==> config.mk <==
export PLATFORM = sky130hd
export DESIGN_NAME = tracker_logic
export DESIGN_NICKNAME = d
export VERILOG_FILES = /design/src/rtl/gen_trckr_pkg.sv /design/src/rtl/tracker_ready_gen.sv /design/src/rtl/tracker_logic.sv
export SDC_FILE = /design/constraint.sdc
export NUM_CORES = 1
export LEC_CHECK = 0
export CORE_UTILIZATION = 47
export DETAILED_ROUTE_END_ITERATION = 10
export PLACE_DENSITY_LB_ADDON = 0.1
export SYNTH_ARGS = -nofsm -noshare
export SYNTH_HDL_FRONTEND = slang
export SYNTH_SLANG_ARGS = --single-unit
==> constraint.sdc <==
create_clock -name clk -period 2.3 [get_ports clk]
set_clock_uncertainty 0.1 [all_clocks]
set_input_delay 0.46 -clock clk [delete_from_list [all_inputs] [get_ports clk]]
set_output_delay 0.46 -clock clk [all_outputs]
set_load 0.01 [all_outputs]
==> src/rtl/gen_trckr_pkg.sv <==
// Shared definitions for the stream source and the tracker sink:
// FSM state encodings and default widths.
package gen_trckr_pkg;

    typedef enum logic [1:0] {
        IDLE  = 2'd0,
        SYNC  = 2'd1,
        TRACK = 2'd2
    } trk_state_t;

    localparam int DEF_DW    = 16;
    localparam int DEF_CNT_W = 32;

endpackage

==> src/rtl/tracker_ready_gen.sv <==
// Backpressure pattern generator: a wrapping phase counter and the
// registered up_ready output, low one cycle in every STALL_PERIOD.
module tracker_ready_gen #(
    parameter int STALL_PERIOD = 4
) (
    input  logic clk,
    input  logic rst_n,
    input  logic start,        // IDLE -> SYNC on this edge
    input  logic active,       // current state is SYNC or TRACK
    input  logic next_active,  // next state is SYNC or TRACK
    output logic up_ready
);

    localparam int  RW     = (STALL_PERIOD > 2) ? $clog2(STALL_PERIOD) : 1;
    localparam int  LAST   = (STALL_PERIOD > 1) ? STALL_PERIOD - 1 : 0;
    localparam bit  STALLS = (STALL_PERIOD > 1);

    logic [RW-1:0] rdy_cnt;
    logic [RW-1:0] rdy_cnt_next;
    logic          ready_next;

    // Next phase: cleared at run start, advances and wraps while running.
    always_comb begin
        // NOTE: every always_comb output gets a default first so no path leaves it unassigned (no latch).
        rdy_cnt_next = rdy_cnt;
        if (start) begin
            rdy_cnt_next = '0;
        end else if (active) begin
            rdy_cnt_next = (rdy_cnt == RW'(LAST)) ? '0 : rdy_cnt + RW'(1);
        end
        ready_next = next_active && !(STALLS && (rdy_cnt_next == RW'(LAST)));
    end

    // Phase counter and ready register; up_ready never sees up_valid.
    always_ff @(posedge clk or negedge rst_n) begin
        if (!rst_n) begin
            rdy_cnt  <= '0;
            up_ready <= 1'b0;
        end else begin
            // NOTE: sequential state uses non-blocking assignments so all registers update together at the edge.
            rdy_cnt  <= rdy_cnt_next;
            up_ready <= ready_next;
        end
    end

endmodule

==> src/rtl/tracker_logic.sv <==
// Stream sink/checker: applies a backpressure pattern, checks that each
// accepted word is the previous one + 1, keeps saturating statistics,
// first-error capture and a stall watchdog.
module tracker_logic
    import gen_trckr_pkg::*;
#(
    parameter int DW           = DEF_DW,
    parameter int STALL_PERIOD = 4,
    parameter int TIMEOUT      = 64,
    parameter int CNT_W        = DEF_CNT_W
) (
    input  logic             clk,
    input  logic             rst_n,
    input  logic             chk_en,
    input  logic             up_valid,
    input  logic [DW-1:0]    up_data,
    output logic             up_ready,
    output logic [CNT_W-1:0] rcv_count,
    output logic [CNT_W-1:0] err_count,
    output logic             err_flag,
    output logic [DW-1:0]    first_err_exp,
    output logic [DW-1:0]    first_err_got,
    output logic             timeout
);

    // Idle counter saturates at TIMEOUT, so it only needs to hold that value.
    localparam int IW = $clog2(TIMEOUT + 2);

    trk_state_t    state;
    trk_state_t    next_state;
    logic [DW-1:0] exp;
    logic [IW-1:0] idle_cnt;
    logic          beat;
    logic          start;
    logic          active;

    assign active = (state != IDLE);
    assign beat   = active && up_valid && up_ready;
    assign start  = (state == IDLE) && chk_en;

    // State register.
    always_ff @(posedge clk or negedge rst_n) begin
        if (!rst_n) state <= IDLE;
        else        state <= next_state;
    end

    // Next-state logic; a beat on the edge chk_en falls is still processed.
    always_comb begin
        next_state = state;
        case (state)
            IDLE:    if (chk_en) next_state = SYNC;
            SYNC:    if (!chk_en) next_state = IDLE;
                     else if (beat) next_state = TRACK;
            TRACK:   if (!chk_en) next_state = IDLE;
            default: next_state = IDLE;
        endcase
    end

    tracker_ready_gen #(
        .STALL_PERIOD(STALL_PERIOD)
    ) u_ready_gen (
        .clk        (clk),
        .rst_n      (rst_n),
        .start      (start),
        .active     (active),
        .next_active(next_state != IDLE),
        .up_ready   (up_ready)
    );

    // Sequence check, statistics and watchdog; all frozen while IDLE.
    always_ff @(posedge clk or negedge rst_n) begin
        if (!rst_n) begin
            exp           <= '0;
            idle_cnt      <= '0;
            rcv_count     <= '0;
            err_count     <= '0;
            err_flag      <= 1'b0;
            first_err_exp <= '0;
            first_err_got <= '0;
            timeout       <= 1'b0;
        end else if (start) begin
            exp           <= '0;
            idle_cnt      <= '0;
            rcv_count     <= '0;
            err_count     <= '0;
            err_flag      <= 1'b0;
            first_err_exp <= '0;
            first_err_got <= '0;
            timeout       <= 1'b0;
        end else if (active) begin
            if (beat) begin
                idle_cnt <= '0;
                exp      <= up_data + DW'(1);
                if (state == SYNC) begin
                    rcv_count <= CNT_W'(1);
                end else begin
                    if (!(&rcv_count)) rcv_count <= rcv_count + CNT_W'(1);
                    if (up_data != exp) begin
                        if (!(&err_count)) err_count <= err_count + CNT_W'(1);
                        if (!err_flag) begin
                            first_err_exp <= exp;
                            first_err_got <= up_data;
                            err_flag      <= 1'b1;
                        end
                    end
                end
            end else begin
                if (idle_cnt != IW'(TIMEOUT)) idle_cnt <= idle_cnt + IW'(1);
                if ((TIMEOUT != 0) && (idle_cnt == IW'(TIMEOUT - 1))) timeout <= 1'b1;
            end
        end
    end

endmodule

Figure 1. M1 wires.
(4 px per µm) Supply wires on this layer in grey.
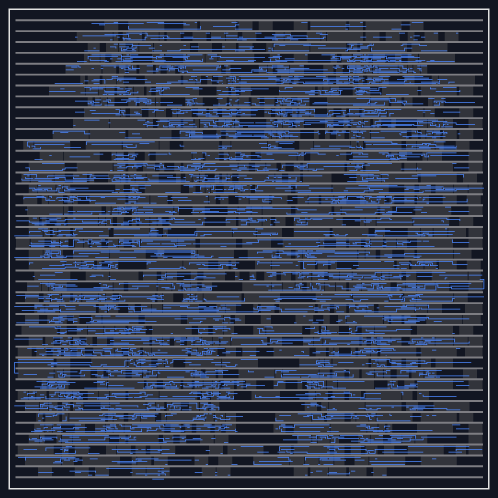
The longest straight run is 43.2 µm. The layer carries 8690 µm of wire. 845 nets have wire on it.

Figure 2. Signal wires on met2.
(4 px per µm)
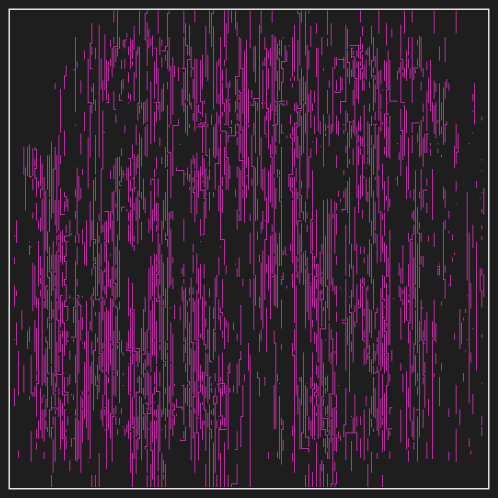
The wires run mostly vertical. 845 nets have wire on it.

==> impl_metrics.yaml <==
# synthesis and place-and-route metrics
drt:
  antenna_left: 0
  route.detailed.drc: 0
  highest_layer: "met4"
  num_vias: 6697
  drt_pre_antenna_iters: 5
  drt_wl_total_um: 20500
  routedWlPerCell_um: 18.7
  wl_met3_um: 1480
  drt_iter0_markers: 579
  vias_per_cell: 6.09
yosys:
  postSynthAreaPerCell_um2: 9.50
  synthFlopType: "dfrtp_1"
  yosysUniqueCellTypes: 49
  synthTopCellsByArea: "dfrtp_1 (49%), o21ai_0 (5.8%), a22o_1 (4.5%)"
  syn_area_um2: 6490
  top_area_frac: 0.486
  syn_inst: 683
  fp_nets: 709
  yosysWarnings: 0
  ys_area_um2: 6490
  ys_seq_frac: 0.486
worst_setup_path:
  start_kind: "flip-flop"
  rr_startpoint: "err_count[8]$_DFFE_PN0P_"
  cp-end-kind: "flip-flop"
  cp.required_ps: 2490
  startpoint: "err_count[8]$_DFFE_PN0P_"
finish:
  mostFrequentLayoutCells: "dfrtp_1 (122), buf_4 (110), clkdlybuf4s50_1 (101)"
  layout.cells.non_filler: 1099
  mostFrequentLayoutCell: "dfrtp_1"
  drive_gt1_frac: 0.206
  area_delta_synth_final_pct: 49.7
  diodes: 0
placed_design:
  place.gp.congestion: 0.930
  post-place-cells: 1048
  portBuffers: 118
  dpl.hpwl_um: 13200
die:
  pin_count: 119
  chipArea_um2: 14300
  rows: 42
  core-area_um2: 13300
  die_w_um: 120
  floorplan.core_util: 0.486
clock_tree:
  numCtsBuffers: 17
  cts_sinks: 126
  htree_levels: 4
  cts_tree: "done"
  cts-root-buf: "clkbuf_16"
global_route:
  grt_max_degree: 40
  grt.total_usage: 0.285
  grt_pass1_wl_um: 32200
  antenna_found_initial: 0
power:
  p_comb_frac: 0.266
  internal-power_uw: 5230
  vdd_drop_max_mv: 0.516
  power.switching_uw: 2110
  power_frac_seq: 0.380
timing:
  rsz0062_at_grt: "yes"
  tightestPinTransition_ps: 536
  max_slew_margin: 0.642
status:
  outcome: "finished clean"
min_path:
  hp-start: "up_data[10]"
  min_path_type: "in2reg"
job:
  maxCapViolations: 0
Figure 3. Met3 routing.
(4 px per µm)
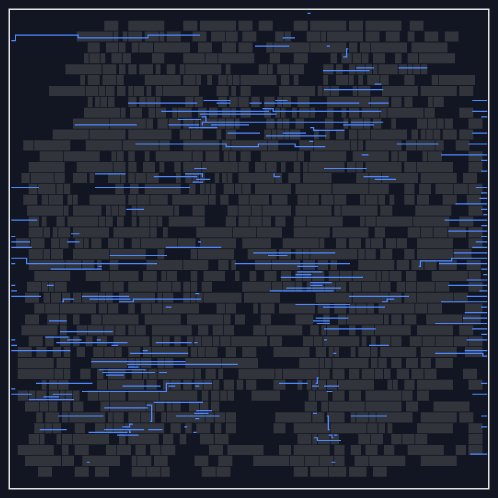
The longest straight run is 36.3 µm. The layer carries 1480 µm of wire. The wires run mostly horizontal. The layer holds 7.2% of the routed length. 147 nets have wire on it.

-- repair_timing --
action | 4_1_cts | 5_1_grt
gates resized | 20 | 39
endpoints found under the setup margin | 79 | 43
cloned | 3 | 5
endpoints found under the hold margin | 35 | 0
hold buffers | 1 | 0
pin swaps | 5 | 13
buffers inserted | 3 | 9
-- power groups by stage --
stage	Clock [µW]	Sequential (µW)	Combinational (µW)
6_report	2600	2790	1950
2_1_floorplan	0	2900	642
4_1_cts	2640	2780	1860
5_1_grt	2720	2830	2100
3_5_place_dp	0	2810	1770
3_3_place_gp	0	2790	1720
-- sequential cells by signal, indices dropped and copies added, names as in the netlist --
name                  flops
err_count                32
err_flag                  1
exp                      16
first_err_exp            16
first_err_got            16
idle_cnt                  7
rcv_count                32
state                     2
timeout                   1
u_ready_gen.rdy_cnt       2
u_ready_gen.up_ready      1
-- through the flow --
step,power [µW],setup slack [ps],instance area (µm²),utilization,TNS (ps)
after CTS,7280,-8.28,9390,0.704,-8.28
after global routing,7650,-88.8,9720,0.728,-218
after detailed placement,4580,-847,8620,0.646,-59350
after floorplan,3550,10.7,6500,-,0
after global placement,4510,-798,8620,0.646,-56620
final,7340,42.6,9720,0.728,0
-- Yosys cell counts (all sizes together), types with 2 or more instances --
master	count
and4	8
nand4	35
or3	7
or4	2
dfrtp	126
ha	6
nor4	14
a22o	33
o21a	7
and2	7
o2111ai	2
o31a	2
nand4b	2
and3	17
buf	12
nor3	11
clkbuf	24
inv	10
nand2b	4
a22oi	2
nor2	46
a41oi	3
o31ai	27
a21oi	20
xnor2	23
nand3	37
o21ai	76
a31oi	17
o311ai	2
xor2	19
nand2	65
o41ai	5
-- critical path, cell delays in order, from the launching register on --
cell	delay, ps
dfrtp_2	410
nand4_1	180
or4_1	580
buf_6	170
nor4_4	260
nand3_2	150
a22oi_2	190
o41ai_2	90
-- layout make-up --
type | instances | area (µm²)
clock buffers | 23 | 478
fillers | 992 | 3630
repair buffers | 245 | 2390
clock inverters | 7 | 87.6
well taps | 176 | 220
flip-flops and latches | 126 | 3160
multi-input cells | 512 | 3350
inverters | 10 | 37.5
-- worst paths after layout --
check	slack, ps	cells past startpoint	endpoint
worst max-delay path	40	7	err_count[30]$_DFFE_PN0P_
max in group asynchronous	940	3	rcv_count[7]$_DFFE_PN0P_
worst min register to register	410	1	first_err_got[12]$_DFFE_PN0P_
worst max register to register	40	7	err_count[30]$_DFFE_PN0P_
worst min-delay path	360	3	first_err_got[10]$_DFFE_PN0P_
min in group asynchronous	470	2	first_err_exp[7]$_DFFE_PN0P_
-- metal layers --
layer | up-vias | GRT usage
met5 | - | 0
met4 | 0 | 0.115
met3 | 40 | 0.0561
met2 | 323 | 0.458
met1 | 3290 | 0.378
li1 | 3044 | -
-- logic make-up (layout without fill, tap and decap cells) --
kind of cell	after synthesis	count (layout)	synth area share
buf+inv	46	285	0.0289
flops	126	126	0.486
fa+ha+maj	6	6	0.0116
simple gates	258	259	0.208
compound gates	204	204	0.207
xor+xnor	42	42	0.0567
mux	1	1	0.00154
Power is estimated from default activity; no workload was simulated.
